<file path="src/rtl/multicycle_control_unit_if.sv">
// ---------------------------------------------------------------------------
// multicycle_control_unit_if
//   Data-memory handshake between the RV32I multi-cycle control unit
//   (master) and the data memory (slave).
//
//   busReq    master -> slave  data access request, held for the whole access
//   busWe     master -> slave  1 = store, 0 = load
//   busSize   master -> slave  funct3 of the load/store, valid while busReq=1
//   busReady  slave -> master  access completes this cycle
// ---------------------------------------------------------------------------
interface multicycle_control_unit_if;
  logic       busReq;
  logic       busWe;
  logic [2:0] busSize;
  logic       busReady;

  modport master (
    output busReq,
    output busWe,
    output busSize,
    input  busReady
  );

  modport slave (
    input  busReq,
    input  busWe,
    input  busSize,
    output busReady
  );
endinterface

</file>
<file path="src/rtl/multicycle_control_unit.sv">
// ---------------------------------------------------------------------------
// multicycle_control_unit
//   Multi-cycle FSM sequencer for the RV32I DataPath. Decodes instrCode and
//   drives every DataPath control input through FETCH/DECODE/EXECUTE/MEM/WB,
//   handshakes loads/stores with data memory and counts retired
//   instructions.
//
//   Optional feature macro: ILLEGAL_TRAP_EN
//     defined   : unknown opcode traps into HALT, illegalInstr port present
//     undefined : unknown opcode executes as a NOP and is retired
//
//   Parameters
//     MEM_WAIT_MAX   cycles spent in MEM waiting for busReady before abort
//
//   Ports
//     clk            system clock, all state on posedge
//     reset          asynchronous, active-low
//     instrCode      current instruction (combinational from PC)
//     PCEn           PC load enable
//     regFileWe      register file write enable
//     aluSrcMuxSel   0 = rs2, 1 = immExt
//     aluControl     ALU op {instr[30]-ish, funct3}
//     RFWDSrcMuxSel  0 alu, 1 mem, 2 imm, 3 PC+imm, 4 PC+4
//     branch/jal/jalr PC-source controls
//     busErr         sticky, set on MEM timeout
//     instRetired    retired-instruction counter (wraps)
//     bus            data-memory handshake (master side)
//     illegalInstr   (ILLEGAL_TRAP_EN only) high while halted
//
//   state   | meaning
//   FETCH   | PC loads next-PC (PCEn)
//   DECODE  | DataPath captures rs1/rs2/immExt
//   EXECUTE | opcode-specific ALU / writeback / PC-source controls
//   MEM     | data access, waits for busReady or timeout
//   WB      | load data written to register file
//   HALT    | illegal opcode trap, exits only through reset
// ---------------------------------------------------------------------------
module multicycle_control_unit #(
  parameter int unsigned MEM_WAIT_MAX = 16
) (
  input  logic                             clk,
  input  logic                             reset,
  input  logic [31:0]                      instrCode,
  output logic                             PCEn,
  output logic                             regFileWe,
  output logic                             aluSrcMuxSel,
  output logic [3:0]                       aluControl,
  output logic [2:0]                       RFWDSrcMuxSel,
  output logic                             branch,
  output logic                             jal,
  output logic                             jalr,
  output logic                             busErr,
  multicycle_control_unit_if.master        bus,
  output logic [31:0]                      instRetired
`ifdef ILLEGAL_TRAP_EN
  ,output logic                            illegalInstr
`endif
);

  localparam int unsigned CNT_W = $clog2(MEM_WAIT_MAX + 1);
  localparam logic [CNT_W-1:0] WAIT_LAST = CNT_W'(MEM_WAIT_MAX - 1);

  localparam logic [6:0] OP_R  = 7'b0110011;
  localparam logic [6:0] OP_I  = 7'b0010011;
  localparam logic [6:0] OP_B  = 7'b1100011;
  localparam logic [6:0] OP_LU = 7'b0110111;
  localparam logic [6:0] OP_AU = 7'b0010111;
  localparam logic [6:0] OP_J  = 7'b1101111;
  localparam logic [6:0] OP_JL = 7'b1100111;
  localparam logic [6:0] OP_L  = 7'b0000011;
  localparam logic [6:0] OP_S  = 7'b0100011;

  localparam logic [3:0] ALU_ADD = 4'b0000;

  typedef enum logic [2:0] {
    FETCH   = 3'd0,
    DECODE  = 3'd1,
    EXECUTE = 3'd2,
    MEM     = 3'd3,
    WB      = 3'd4,
    HALT    = 3'd5
  } state_t;

  state_t           state_q, state_d;
  logic [CNT_W-1:0] wait_cnt_q, wait_cnt_d;
  logic [31:0]      retired_q, retired_d;
  logic             bus_err_q, bus_err_d;

  logic [6:0] opcode;
  logic [2:0] funct3;
  logic       is_store;
  logic       retire;
  logic       halted;
  logic       bus_req, bus_we;
  logic [2:0] bus_size;
  logic       unused_instr_bits;

  assign opcode   = instrCode[6:0];
  assign funct3   = instrCode[14:12];
  assign is_store = (opcode == OP_S);
  assign unused_instr_bits = ^{instrCode[31], instrCode[29:15], instrCode[11:7]};

  always_ff @(posedge clk or negedge reset) begin
    if (!reset) begin
      state_q    <= FETCH;
      wait_cnt_q <= '0;
      retired_q  <= '0;
      bus_err_q  <= 1'b0;
    end else begin
      state_q    <= state_d;
      wait_cnt_q <= wait_cnt_d;
      retired_q  <= retired_d;
      bus_err_q  <= bus_err_d;
    end
  end

  always_comb begin
    state_d       = state_q;
    wait_cnt_d    = wait_cnt_q;
    bus_err_d     = bus_err_q;
    retire        = 1'b0;
    halted        = 1'b0;
    PCEn          = 1'b0;
    regFileWe     = 1'b0;
    aluSrcMuxSel  = 1'b0;
    aluControl    = 4'b0000;
    RFWDSrcMuxSel = 3'd0;
    branch        = 1'b0;
    jal           = 1'b0;
    jalr          = 1'b0;
    bus_req       = 1'b0;
    bus_we        = 1'b0;
    bus_size      = 3'd0;

    case (state_q)
      FETCH: begin
        // FETCH is also the reset state; keep PCEn low while reset is held
        PCEn    = reset;
        state_d = DECODE;
      end

      DECODE: begin
`ifdef ILLEGAL_TRAP_EN
        case (opcode)
          OP_R, OP_I, OP_B, OP_LU, OP_AU, OP_J, OP_JL, OP_L, OP_S:
            state_d = EXECUTE;
          default:
            state_d = HALT;
        endcase
`else
        state_d = EXECUTE;
`endif
      end

      EXECUTE: begin
        retire  = 1'b1;
        state_d = FETCH;
        case (opcode)
          OP_R: begin
            aluControl = {instrCode[30], funct3};
            regFileWe  = 1'b1;
          end
          OP_I: begin
            // instr[30] is an immediate bit except for the shift-right pair
            aluControl   = {(funct3 == 3'b101) ? instrCode[30] : 1'b0, funct3};
            aluSrcMuxSel = 1'b1;
            regFileWe    = 1'b1;
          end
          OP_B: begin
            aluControl = {1'b0, funct3};
            branch     = 1'b1;
          end
          OP_LU: begin
            RFWDSrcMuxSel = 3'd2;
            regFileWe     = 1'b1;
          end
          OP_AU: begin
            RFWDSrcMuxSel = 3'd3;
            regFileWe     = 1'b1;
          end
          OP_J: begin
            jal           = 1'b1;
            RFWDSrcMuxSel = 3'd4;
            regFileWe     = 1'b1;
          end
          OP_JL: begin
            jal           = 1'b1;
            jalr          = 1'b1;
            RFWDSrcMuxSel = 3'd4;
            regFileWe     = 1'b1;
          end
          OP_L, OP_S: begin
            aluControl   = ALU_ADD;
            aluSrcMuxSel = 1'b1;
            retire       = 1'b0;
            wait_cnt_d   = '0;
            state_d      = MEM;
          end
          default: ;
        endcase
      end

      MEM: begin
        // ADD/immExt held so the free-running address register stays stable
        aluControl   = ALU_ADD;
        aluSrcMuxSel = 1'b1;
        bus_req      = 1'b1;
        bus_we       = is_store;
        bus_size     = funct3;
        wait_cnt_d   = wait_cnt_q + 1'b1;
        if (bus.busReady) begin
          if (is_store) begin
            retire  = 1'b1;
            state_d = FETCH;
          end else begin
            state_d = WB;
          end
        end else if (wait_cnt_q == WAIT_LAST) begin
          bus_err_d = 1'b1;
          retire    = 1'b1;
          state_d   = FETCH;
        end
      end

      WB: begin
        RFWDSrcMuxSel = 3'd1;
        regFileWe     = 1'b1;
        retire        = 1'b1;
        state_d       = FETCH;
      end

      HALT: begin
`ifdef ILLEGAL_TRAP_EN
        halted  = 1'b1;
        state_d = HALT;
`else
        state_d = FETCH;
`endif
      end

      default: state_d = FETCH;
    endcase

    retired_d = retire ? retired_q + 32'd1 : retired_q;
  end

  assign bus.busReq  = bus_req;
  assign bus.busWe   = bus_we;
  assign bus.busSize = bus_size;
  assign busErr      = bus_err_q;
  assign instRetired = retired_q;

`ifdef ILLEGAL_TRAP_EN
  assign illegalInstr = halted;
`else
  logic unused_halted;
  assign unused_halted = halted;
`endif

endmodule

</file>
<file path="src/flat_wrapper.sv">
// flat-port wrapper written by rule: the top's interface ports become plain ports
module multicycle_control_unit_flat 
#(
  parameter int unsigned MEM_WAIT_MAX = 16
)
  (clk, reset, instrCode, PCEn, regFileWe, aluSrcMuxSel, aluControl, RFWDSrcMuxSel, branch, jal, jalr, busErr, instRetired, bus_busReq, bus_busWe, bus_busSize, bus_busReady);
  multicycle_control_unit_if bus_i ();
  input  logic clk;
  input  logic reset;
  input  logic [31:0] instrCode;
  output logic PCEn;
  output logic regFileWe;
  output logic aluSrcMuxSel;
  output logic [3:0] aluControl;
  output logic [2:0] RFWDSrcMuxSel;
  output logic branch;
  output logic jal;
  output logic jalr;
  output logic busErr;
  output logic [31:0] instRetired;
  output wire logic [$bits(bus_i.busReq)-1:0] bus_busReq;
  output wire logic [$bits(bus_i.busWe)-1:0] bus_busWe;
  output wire logic [$bits(bus_i.busSize)-1:0] bus_busSize;
  input wire logic [$bits(bus_i.busReady)-1:0] bus_busReady;
  assign bus_busReq = bus_i.busReq;
  assign bus_busWe = bus_i.busWe;
  assign bus_busSize = bus_i.busSize;
  assign bus_i.busReady = bus_busReady;
  multicycle_control_unit #(.MEM_WAIT_MAX(MEM_WAIT_MAX)) u_core (.clk(clk), .reset(reset), .instrCode(instrCode), .PCEn(PCEn), .regFileWe(regFileWe), .aluSrcMuxSel(aluSrcMuxSel), .aluControl(aluControl), .RFWDSrcMuxSel(RFWDSrcMuxSel), .branch(branch), .jal(jal), .jalr(jalr), .busErr(busErr), .bus(bus_i), .instRetired(instRetired));
endmodule
</file>
<file path="config.mk">
export PLATFORM = sky130hd
export DESIGN_NAME = multicycle_control_unit_flat
export DESIGN_NICKNAME = d
export VERILOG_FILES = /design/src/rtl/multicycle_control_unit_if.sv /design/src/rtl/multicycle_control_unit.sv /design/src/flat_wrapper.sv
export SDC_FILE = /design/constraint.sdc
export NUM_CORES = 1
export LEC_CHECK = 0
export CAP_MARGIN = 0
export CORE_ASPECT_RATIO = 1.25
export CORE_UTILIZATION = 48
export DETAILED_ROUTE_END_ITERATION = 7
export PLACE_DENSITY = 0.93
export REMOVE_ABC_BUFFERS = 1
export SLEW_MARGIN = 30
export SYNTH_ARGS = -nofsm -noshare
export SYNTH_HDL_FRONTEND = slang
export SYNTH_SLANG_ARGS = --single-unit
</file>
<file path="constraint.sdc">
create_clock -name clk -period 3 [get_ports clk]
set_input_delay 0.45 -clock clk [delete_from_list [all_inputs] [get_ports clk]]
set_output_delay 0.45 -clock clk [all_outputs]
set_load 0.01 [all_outputs]
</file>
==> images/m1.png <==
The bar under the picture is 20 µm long.
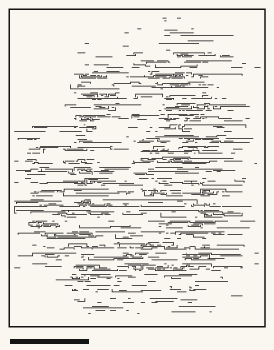
The layer holds 41% of the routed length. The wires run mostly horizontal. The longest straight run is 23.9 µm.
via count: 2074
WL final: 5650 µm
met1 global-route usage: 26.9%

==> images/m2.png <==
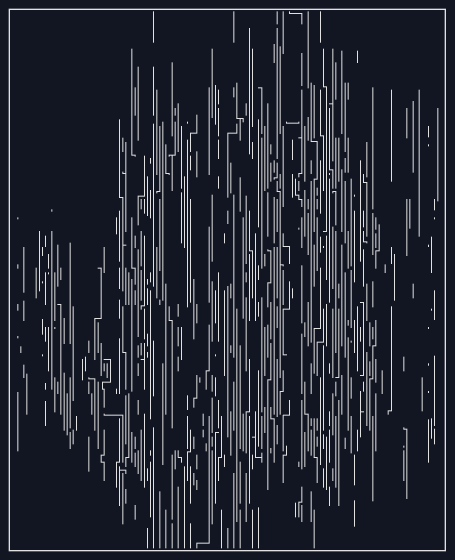
The layer holds 53% of the routed length. The longest straight run is 31.6 µm. The wires run mostly vertical. The layer carries 3010 µm of wire.
GR Util met2: 40.8%

==> images/m3.png <==
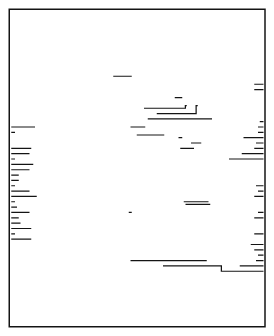
The layer carries 232 µm of wire. 50 nets have wire on it. The wires run mostly horizontal. The longest straight run is 19.1 µm.

==> ci_impl_report.md <==
## Implementation flow summary

| Metric | Value |
|---|---|
| Root Driver | clkbuf_8 |
| Multi-input gates | 183 |
| Die footprint | 0.00521 mm² |
| Top pwr grp | sequential cells |
| Commonest flop | dfrtp_1 |
| #FFs+latches synth | 41 |
| First-pass GRT wire length | 9220 µm |
| Max clock buf depth | 2 |
| Non-clk bufs | 73 |
| Late-Pin Clk Latency | 0.30 ns |
| Num Clock Sinks | 41 |
| Hold Path Class | in2async |
| Clk_skew | 0.00896 ns |
| Met2 wire len | 3010 µm |
| Clkbuf count | 8 |
| Post-Place Cells | 362 |
| Yosys simple share | 33.5% |
| Drt initial violations | 170 |
| Core area | 0.00473 mm² |
| Pint | 1.13 mW |
| Switching part of the total power | 36.2% |
| Via-to-Cell Ratio | 5.61 |
| NonClk Buf Share | 22.2% |
| Dominant logic cell type in the layout | clkdlybuf4s50_1 |
| Leak | 1.23 nW |
| # DRC | 0 |
| Worst Path Required | 2.55 ns |
| FF+latch count | 41 |
| Max_slew headroom | 60.8% |
| # rows | 28 |
| Biggest Area Class | multi-input combinational cells |
| Sequential share of the synthesized area | 43.4% |
| Clock share of power | 19.9% |
| Fill cell count | 368 |
| CP max FO | 4 |
| Cell area leaders | dfrtp_1, xor2_1, xnor2_1 |
| Top cell area share | 43.4% |
| CTS Buf Count | 5 |
| Number of port buffers | 64 |
| Clock buf/inv share | 2.52% |
| Post-Layout Cell Count | 370 |
| Post-layout instance area | 0.00317 mm² |
| Flip-flops with a built-in enable | 0 |
| Worst Hold Slack | 0.255 ns |
| Metal-1 WL | 2320 µm |
| Post-Route Setup TNS | 0 ns |
| Synth Area in Adders | 1.59% |
| Highest metal used | met4 |
| Layout cells sized above 1 | 11.9% |
| Library cells used by synthesis | 45 |
| Combinational share of power | 37.6% |
| Period utilization | 92.5% |
| CP Launch Type | primary input |
| CP Cell Sequence | clkdlybuf4s50_1 > nand2_1 > nor3_1 > nand2_1 > nor2_1 > and2_1 > clkdlybuf4s50_1 |
| Cts hold-fix bufs | 0 |
| Slew Viols, Final | 0 |
| GR peak layer | met2 |
| Max-cap viol count | 0 |
| Yosys warns | 0 |
| Crit. End Element | output port |
| Final weighted congestion in routability-driven placement | 0.855 |
| Max reg flops | 32 |
| Outcome | completed |
| Initial antenna violation count | 0 |
| Most numerous logic cells after layout | clkdlybuf4s50_1, dfrtp_1, nand2_1 |
| Top Family by Delay on Critical Path | buffers and inverters |
| Largest net degree at the start of global routing | 42 |
| Slowest CP cell | clkdlybuf4s50_1 |
| DIE HEIGHT | 80.4 µm |
| Top cells by count | dfrtp_1, nand2_1, nor2_1 |
| P per Cell Area | 556 mW/mm² |
| Register area | 0.00103 mm² |
| Power in the clock group | 352 µW |
| Worst VDD drop | 286 µV |
| Final net count | 347 |
| Mapped Cells | 237 |
| Yosys cell count | 237 |
| R2R Path Start | u_core.state_q[2] |
| Logic area | 0.00127 mm² |
| Switch Pwr | 639 µW |
| Worst Setup EP | aluControl[1] |
| Reg power frac | 42.5% |
| Init Core Util | 49.9% |
| Most frequent cell after synthesis | dfrtp_1 |
| Aoi share | 6.57% |
| Fraction of area in registers | 32.3% |
| Comb area leader | simple AND/OR/NAND/NOR gates |
| 1st-pass router iterations | 4 |
==> images/port_trees.png <==
The bar under the picture is 20 µm long.
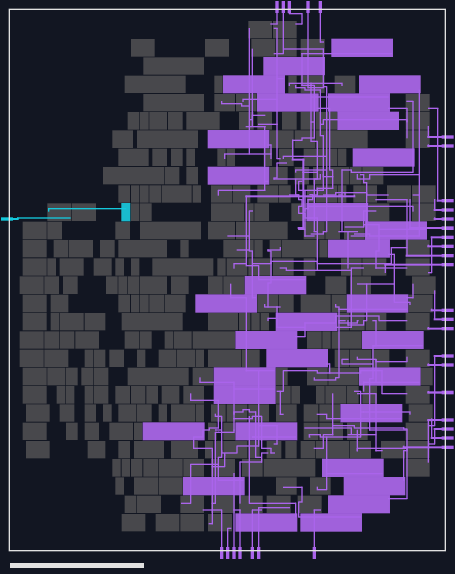
Key: purple = instRetired [bits 32, direction output, edge 20 right, 7 bottom, 5 top, end cells 32, wire 1360 µm]; cyan = bus_busWe [bits 1, direction output, edge left, end cells 1, wire 20.5 µm]

==> images/congestion_map.png <==
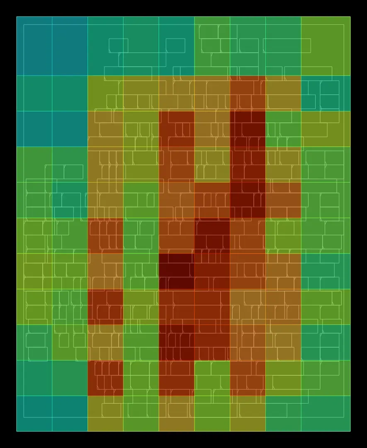
drt wl/cell: 15.3 µm
Final Core Density: 67.1%
Overall Global Routing Usage: 23.1%
grt met3 use: 3.98%

No activity file was given, so power comes from the tool's default toggle rates.
